**src/rtl/uart_rx_if.sv**
```systemverilog
// Serial-receive bundle between the line/tick sources and the UART receive stage.
// The master side drives the line and bit tick; the slave side is the receiver.
interface uart_rx_if #(
  parameter int DATA_BITS = 8
);
  logic                 rx;
  logic                 tick;
  logic                 baud_enable;
  logic [DATA_BITS-1:0] rx_data;
  logic                 rx_valid;
  logic                 frame_err;
  logic                 parity_err;
  logic                 busy;

  modport master (
    output rx,
    output tick,
    input  baud_enable,
    input  rx_data,
    input  rx_valid,
    input  frame_err,
    input  parity_err,
    input  busy
  );

  modport slave (
    input  rx,
    input  tick,
    output baud_enable,
    output rx_data,
    output rx_valid,
    output frame_err,
    output parity_err,
    output busy
  );
endinterface

```
**src/rtl/uart_rx.sv**
```systemverilog
// UART receive stage: samples an asynchronous serial line at baud-generator ticks
// and delivers each frame as a parallel word with framing and parity status.
module uart_rx #(
  parameter int DATA_BITS  = 8,
  parameter int PARITY_EN  = 0,
  parameter int PARITY_ODD = 0
) (
  input logic      clk,
  input logic      rst,
  uart_rx_if.slave bus
);

  localparam int             CW       = $clog2(DATA_BITS + 1);
  localparam logic [CW-1:0]  CNT_LAST = CW'(DATA_BITS - 1);
  localparam logic           PAR_EN   = (PARITY_EN != 0);
  localparam logic           PAR_ODD  = (PARITY_ODD != 0);

  typedef enum logic [2:0] {
    IDLE   = 3'd0,
    START  = 3'd1,
    DATA   = 3'd2,
    PARITY = 3'd3,
    STOP   = 3'd4
  } state_t;

  function automatic logic parity_mismatch(input logic [DATA_BITS-1:0] data,
                                           input logic                 par_bit,
                                           input logic                 odd);
    return ((^data) ^ par_bit) != odd;
  endfunction

  logic                 rx_meta_r;
  logic                 rxs_r;
  logic                 arm_r;
  state_t               state_r;
  state_t               state_s;
  logic [CW-1:0]        cnt_r;
  logic [DATA_BITS-1:0] shift_r;
  logic                 par_err_r;

  logic [DATA_BITS-1:0] rx_data_r;
  logic                 rx_valid_r;
  logic                 frame_err_r;
  logic                 parity_err_r;
  logic                 busy_r;

  logic [DATA_BITS-1:0] rx_data_s;
  logic                 rx_valid_s;
  logic                 frame_err_s;
  logic                 parity_err_s;
  logic                 busy_s;

  // Two-flop synchroniser for the asynchronous line; idles high out of reset.
  always_ff @(posedge clk or posedge rst) begin
    if (rst) begin
      rx_meta_r <= 1'b1;
      rxs_r     <= 1'b1;
    end else begin
      rx_meta_r <= bus.rx;
      rxs_r     <= rx_meta_r;
    end
  end

  // Frame-state register.
  always_ff @(posedge clk or posedge rst) begin
    if (rst) begin
      state_r <= IDLE;
    end else begin
      state_r <= state_s;
    end
  end

  // Next-state logic; ticks only matter once a frame is in progress.
  always_comb begin
    state_s = state_r;
    case (state_r)
      IDLE: begin
        if (!rxs_r && arm_r) begin
          state_s = START;
        end else begin
          state_s = IDLE;
        end
      end
      START: begin
        if (bus.tick) begin
          state_s = rxs_r ? IDLE : DATA;
        end else begin
          state_s = START;
        end
      end
      DATA: begin
        if (bus.tick && (cnt_r == CNT_LAST)) begin
          state_s = PAR_EN ? PARITY : STOP;
        end else begin
          state_s = DATA;
        end
      end
      PARITY: begin
        if (bus.tick) begin
          state_s = STOP;
        end else begin
          state_s = PARITY;
        end
      end
      STOP: begin
        if (bus.tick) begin
          state_s = IDLE;
        end else begin
          state_s = STOP;
        end
      end
      default: state_s = IDLE;
    endcase
  end

  // Arm flag, bit counter, LSB-first shift register and parity verdict.
  always_ff @(posedge clk or posedge rst) begin
    if (rst) begin
      arm_r     <= 1'b1;
      cnt_r     <= '0;
      shift_r   <= '0;
      par_err_r <= 1'b0;
    end else begin
      // Arm only re-sets on a high line in IDLE, so a held break cannot retrigger.
      if (state_r == IDLE) begin
        if (state_s == START) begin
          arm_r <= 1'b0;
        end else if (rxs_r) begin
          arm_r <= 1'b1;
        end else begin
          arm_r <= arm_r;
        end
      end else begin
        arm_r <= arm_r;
      end

      case (state_r)
        START: begin
          if (bus.tick && !rxs_r) begin
            cnt_r     <= '0;
            par_err_r <= 1'b0;
          end
        end
        DATA: begin
          if (bus.tick) begin
            shift_r <= {rxs_r, shift_r[DATA_BITS-1:1]};
            cnt_r   <= cnt_r + CW'(1);
          end
        end
        PARITY: begin
          if (bus.tick) begin
            par_err_r <= parity_mismatch(shift_r, rxs_r, PAR_ODD);
          end
        end
        default: begin
          cnt_r <= cnt_r;
        end
      endcase
    end
  end

  // Next values of the registered outputs; results are latched at the stop-bit tick.
  always_comb begin
    rx_data_s    = rx_data_r;
    rx_valid_s   = 1'b0;
    frame_err_s  = frame_err_r;
    parity_err_s = parity_err_r;
    busy_s       = (state_s != IDLE);
    if ((state_r == STOP) && bus.tick) begin
      rx_data_s    = shift_r;
      rx_valid_s   = 1'b1;
      frame_err_s  = ~rxs_r;
      parity_err_s = PAR_EN ? par_err_r : 1'b0;
    end else begin
      rx_valid_s   = 1'b0;
    end
  end

  // Output registers.
  always_ff @(posedge clk or posedge rst) begin
    if (rst) begin
      rx_data_r    <= '0;
      rx_valid_r   <= 1'b0;
      frame_err_r  <= 1'b0;
      parity_err_r <= 1'b0;
      busy_r       <= 1'b0;
    end else begin
      rx_data_r    <= rx_data_s;
      rx_valid_r   <= rx_valid_s;
      frame_err_r  <= frame_err_s;
      parity_err_r <= parity_err_s;
      busy_r       <= busy_s;
    end
  end

  // The tick generator runs exactly while a frame is in progress.
  assign bus.baud_enable = busy_r;
  assign bus.busy        = busy_r;
  assign bus.rx_data     = rx_data_r;
  assign bus.rx_valid    = rx_valid_r;
  assign bus.frame_err   = frame_err_r;
  assign bus.parity_err  = parity_err_r;

endmodule

```
**src/flat_wrapper.sv**
```systemverilog
// flat-port wrapper written by rule: the top's interface ports become plain ports
module uart_rx_flat 
#(
  parameter int DATA_BITS  = 8,
  parameter int PARITY_EN  = 0,
  parameter int PARITY_ODD = 0
)
  (clk, rst, bus_rx, bus_tick, bus_baud_enable, bus_rx_data, bus_rx_valid, bus_frame_err, bus_parity_err, bus_busy);
  uart_rx_if #(.DATA_BITS(DATA_BITS)) bus_i ();
  input logic clk;
  input logic rst;
  input wire logic [$bits(bus_i.rx)-1:0] bus_rx;
  input wire logic [$bits(bus_i.tick)-1:0] bus_tick;
  output wire logic [$bits(bus_i.baud_enable)-1:0] bus_baud_enable;
  output wire logic [$bits(bus_i.rx_data)-1:0] bus_rx_data;
  output wire logic [$bits(bus_i.rx_valid)-1:0] bus_rx_valid;
  output wire logic [$bits(bus_i.frame_err)-1:0] bus_frame_err;
  output wire logic [$bits(bus_i.parity_err)-1:0] bus_parity_err;
  output wire logic [$bits(bus_i.busy)-1:0] bus_busy;
  assign bus_i.rx = bus_rx;
  assign bus_i.tick = bus_tick;
  assign bus_baud_enable = bus_i.baud_enable;
  assign bus_rx_data = bus_i.rx_data;
  assign bus_rx_valid = bus_i.rx_valid;
  assign bus_frame_err = bus_i.frame_err;
  assign bus_parity_err = bus_i.parity_err;
  assign bus_busy = bus_i.busy;
  uart_rx #(.DATA_BITS(DATA_BITS), .PARITY_EN(PARITY_EN), .PARITY_ODD(PARITY_ODD)) u_core (.clk(clk), .rst(rst), .bus(bus_i));
endmodule
```
**config.mk**
```make
export PLATFORM = sky130hd
export DESIGN_NAME = uart_rx_flat
export DESIGN_NICKNAME = d
export VERILOG_FILES = /design/src/rtl/uart_rx_if.sv /design/src/rtl/uart_rx.sv /design/src/flat_wrapper.sv
export SDC_FILE = /design/constraint.sdc
export NUM_CORES = 1
export LEC_CHECK = 0
export CAP_MARGIN = 5
export CORE_ASPECT_RATIO = 1.2
export CORE_MARGIN = 1.5
export CORE_UTILIZATION = 48
export DETAILED_ROUTE_END_ITERATION = 12
export PLACE_DENSITY = 0.76
export SYNTH_ARGS = -nofsm -noshare
export SYNTH_HDL_FRONTEND = slang
export SYNTH_SLANG_ARGS = --single-unit
```
**constraint.sdc**
```tcl
create_clock -name clk -period 1.68 [get_ports clk]
set_clock_uncertainty 0.2 [all_clocks]
set_input_delay 0.336 -clock clk [delete_from_list [all_inputs] [get_ports clk]]
set_output_delay 0.336 -clock clk [all_outputs]
set_load 0.02 [all_outputs]
```
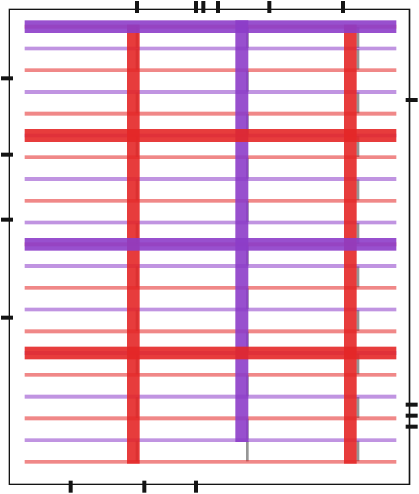
(images/floorplan.png)
Drawn at 8 px/um. Pins as bars on the die edge. Tap cells in grey.
Red shows VSS. Purple shows VDD.
33 tap cells. 4 straps on met5. The core has 20 rows. 21 met1 rails follow the rows.
die x size: 49.8 um
die height: 59.2 um

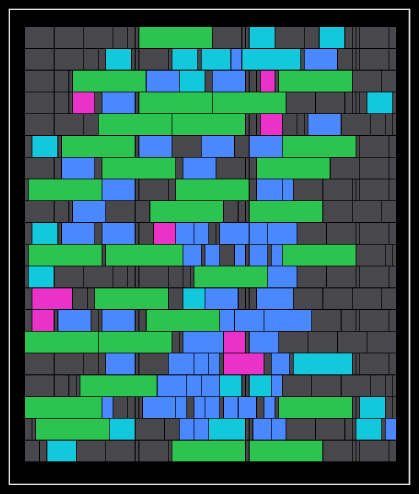
(images/class_map.png)
Drawn at 8 px/um. Fill, decap, tap and diode cells in grey.
Magenta shows clock drivers and dummy loads, cells 8, share of their area 4.8%. Cyan shows remaining buffers and delay cells, cells 20, share of their area 14%. Blue shows remaining logic cells, cells 59, share of their area 32%. Green shows registers, cells 29, share of their area 49%.
core area: 2530 sq um
Cell Rows: 20
Finished Cell Area: 1520 sq um

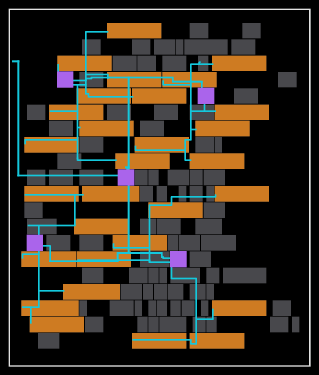
(images/clock_wires.png)
Drawn at 6 px/um.
Purple shows clock-net drivers, count 5. Orange shows flip-flops, count 29. Cyan shows clock wires, length 363 um.
Position of the flops: spread over the die.

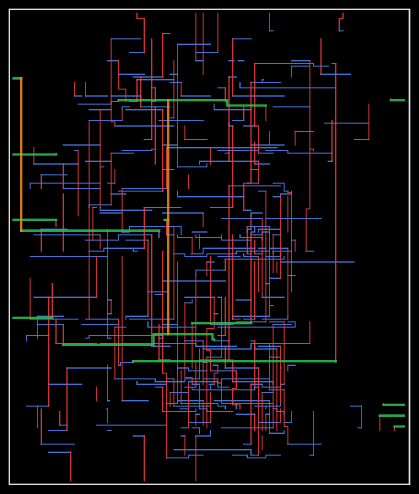
(images/layers.png)
Drawn at 8 px/um.
Red shows M2, wire length 960 um. Orange shows M4, wire length 48.3 um. Green shows M3, wire length 115 um. Blue shows M1, wire length 850 um.

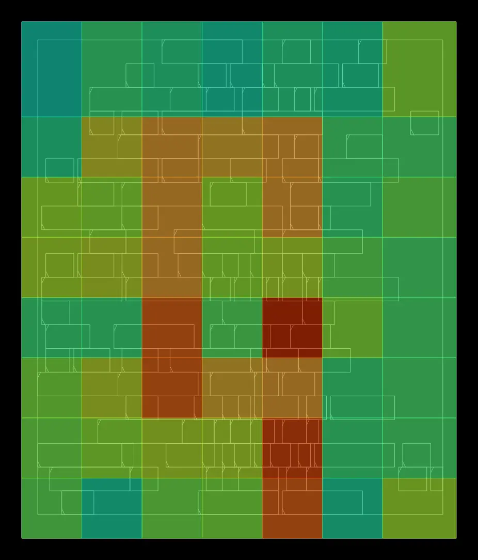
(images/congestion_map.png)
total track usage: 16.1%
met2 GRT Util: 26.7%

==> results.json <==
{
  "run_status": "finished clean",
  "pwr-share-seq_pct": 46.8,
  "max_cap_violations": 0,
  "use_met1_pct": 17.8,
  "synthDistinctLibCells": 29,
  "ff2ff_path_depth": 2,
  "edf_count": 0,
  "postCtsHoldBufs": 0,
  "critPathCapture": "u_core.shift_r[3]",
  "ys_sh_aoi_pct": 5.25,
  "num_vias": 770,
  "internal_power_w": 0.00156,
  "top_area_share_pct": 51.5,
  "taps": 33,
  "chip_area_sq_um": 2950,
  "layout_setup_ws_ns": 0.0597,
  "sh_seq_area_pct": 48.1,
  "simple_gate_share_pct": 11.3,
  "mux_area_share_pct": 18.3,
  "nets": 120,
  "dp_cells": 141,
  "clk_latency_ns": 0.33,
  "yosys-stat-area_sq_um": 1260,
  "fmax_ghz": 0.617,
  "yosysWarnings": 0,
  "cts_buffer_depth": 2,
  "ys_cells": 94,
  "path_delay_family": "simple AND/OR/NAND/NOR gates",
  "syn-num-nets": 99,
  "initial_utilization_pct": 50.0,
  "grt-ovfl-total": 0,
  "top_power_group": "registers",
  "fin_tns_setup_ns": 0,
  "num-fill-cells": 199,
  "wl_um": 1970,
  "post-route-period-util_pct": 96.4,
  "cts_inserted_buffers": 5,
  "first_pass_iters": 4,
  "startpoint": "u_core.state_r[2]",
  "port_buffers": 15,
  "synth-async-reset-ratio_pct": 100,
  "syn_inst": 94,
  "hold_path_class": "input pin to asynchronous set/reset pin",
  "rrSetupSlack_ns": 0.06,
  "antenna_found_initial": 0,
  "cts_resized": 12,
  "postRouteAntennaNets": 0,
  "buffers": 20,
  "cts-root-buf": "clkbuf_4",
  "final_cell_mix": "dfrtp_1 (26), mux2_2 (17), dlygate4sd2_1 (12)",
  "syn-mean-instance-area_sq_um": 13.4,
  "post-cts-setup-buffers": 0,
  "comb_area_share_pct": 30.3,
  "ir_worst_vdd_uv": 1150,
  "met2WireLength_um": 959,
  "crit_arrival_ns": 1.64,
  "clock-sinks": 29,
  "clock_buffers": 7,
  "syn_area_sq_um": 1260,
  "setup.worst_path.class": "flop to flop",
  "met3WireLength_um": 114,
  "clock_cell_area_share_pct": 4.62,
  "rsz0062_at_grt": "false",
  "busiest_layer": "met2",
  "hold_viol_final": 0,
  "flop_area_sq_um": 729,
  "pg_seq_w": 0.00109,
  "drive_gt1_share_pct": 35.3,
  "clkTransAtPathRegs_ns": 0.10,
  "buffer_area_share_pct": 13.2,
  "startpoint_type": "flop",
  "xor_share_pct": 0,
  "r2r-start": "u_core.state_r[2]",
  "ff_count": 29,
  "comb_area_sq_um": 459,
  "final_util_pct": 60.0,
  "h-tree-depth": 2,
  "tool_warnings": 26,
  "setup_violations": 0,
  "place_area_sq_um": 1460,
  "power_switching_w": 0.000771,
  "critical-path-max-stage-delay_ns": 0.47,
  "place_ws_ns": -0.354,
  "rr_endpoint": "u_core.shift_r[3]",
  "crit_chain": "and4bb_4 > mux2_2",
  "adder_share_pct": 0.990,
  "slew_viol_final": 0,
  "crit_cells": 2,
  "cpMaxStageDelayCell": "and4bb_4",
  "ff_type": "dfrtp_1",
  "yosys.cell_count.top_type": "dfrtp_1",
  "p_sw_share_pct": 33.0,
  "grt_max_degree": 30,
  "p_leak_nw": 0.728,
  "synthToLayoutAreaGrowth_pct": 19.9,
  "pg_clk_w": 0.000483,
  "pin_count": 17,
  "highest_layer": "met4",
  "cts_tree": "done",
  "logic_family": "multiplexers",
  "total_power_w": 0.00233,
  "comb_cells": 55,
  "clkPwrFrac_pct": 20.7,
  "layout_top_cell": "dfrtp_1",
  "period_needed_ns": 1.62,
  "p_per_area_nw_per_um2": 1540,
  "yosysTopAreaCell": "dfrtp_1",
  "ys_ff": 29,
  "grt_pass1_vias": 754,
  "final_cells": 149,
  "synthTopCellsByCount": "dfrtp_1 (26), mux2_2 (17), o21ai_0 (6)",
  "comb_power_share_pct": 32.5,
  "critPathCaptureType": "flop",
  "topCellsByArea": "dfrtp_1 (51%), mux2_2 (15%), dfstp_2 (6.2%), mux2i_1 (3.2%), o21ai_0 (2.4%)",
  "grt_pass1_wl_um": 3400,
  "gp_congestion": 0.719,
  "dp_hpwl_um": 1320
}
Power figures rest on the tool's default switching activity, not on a simulated workload.
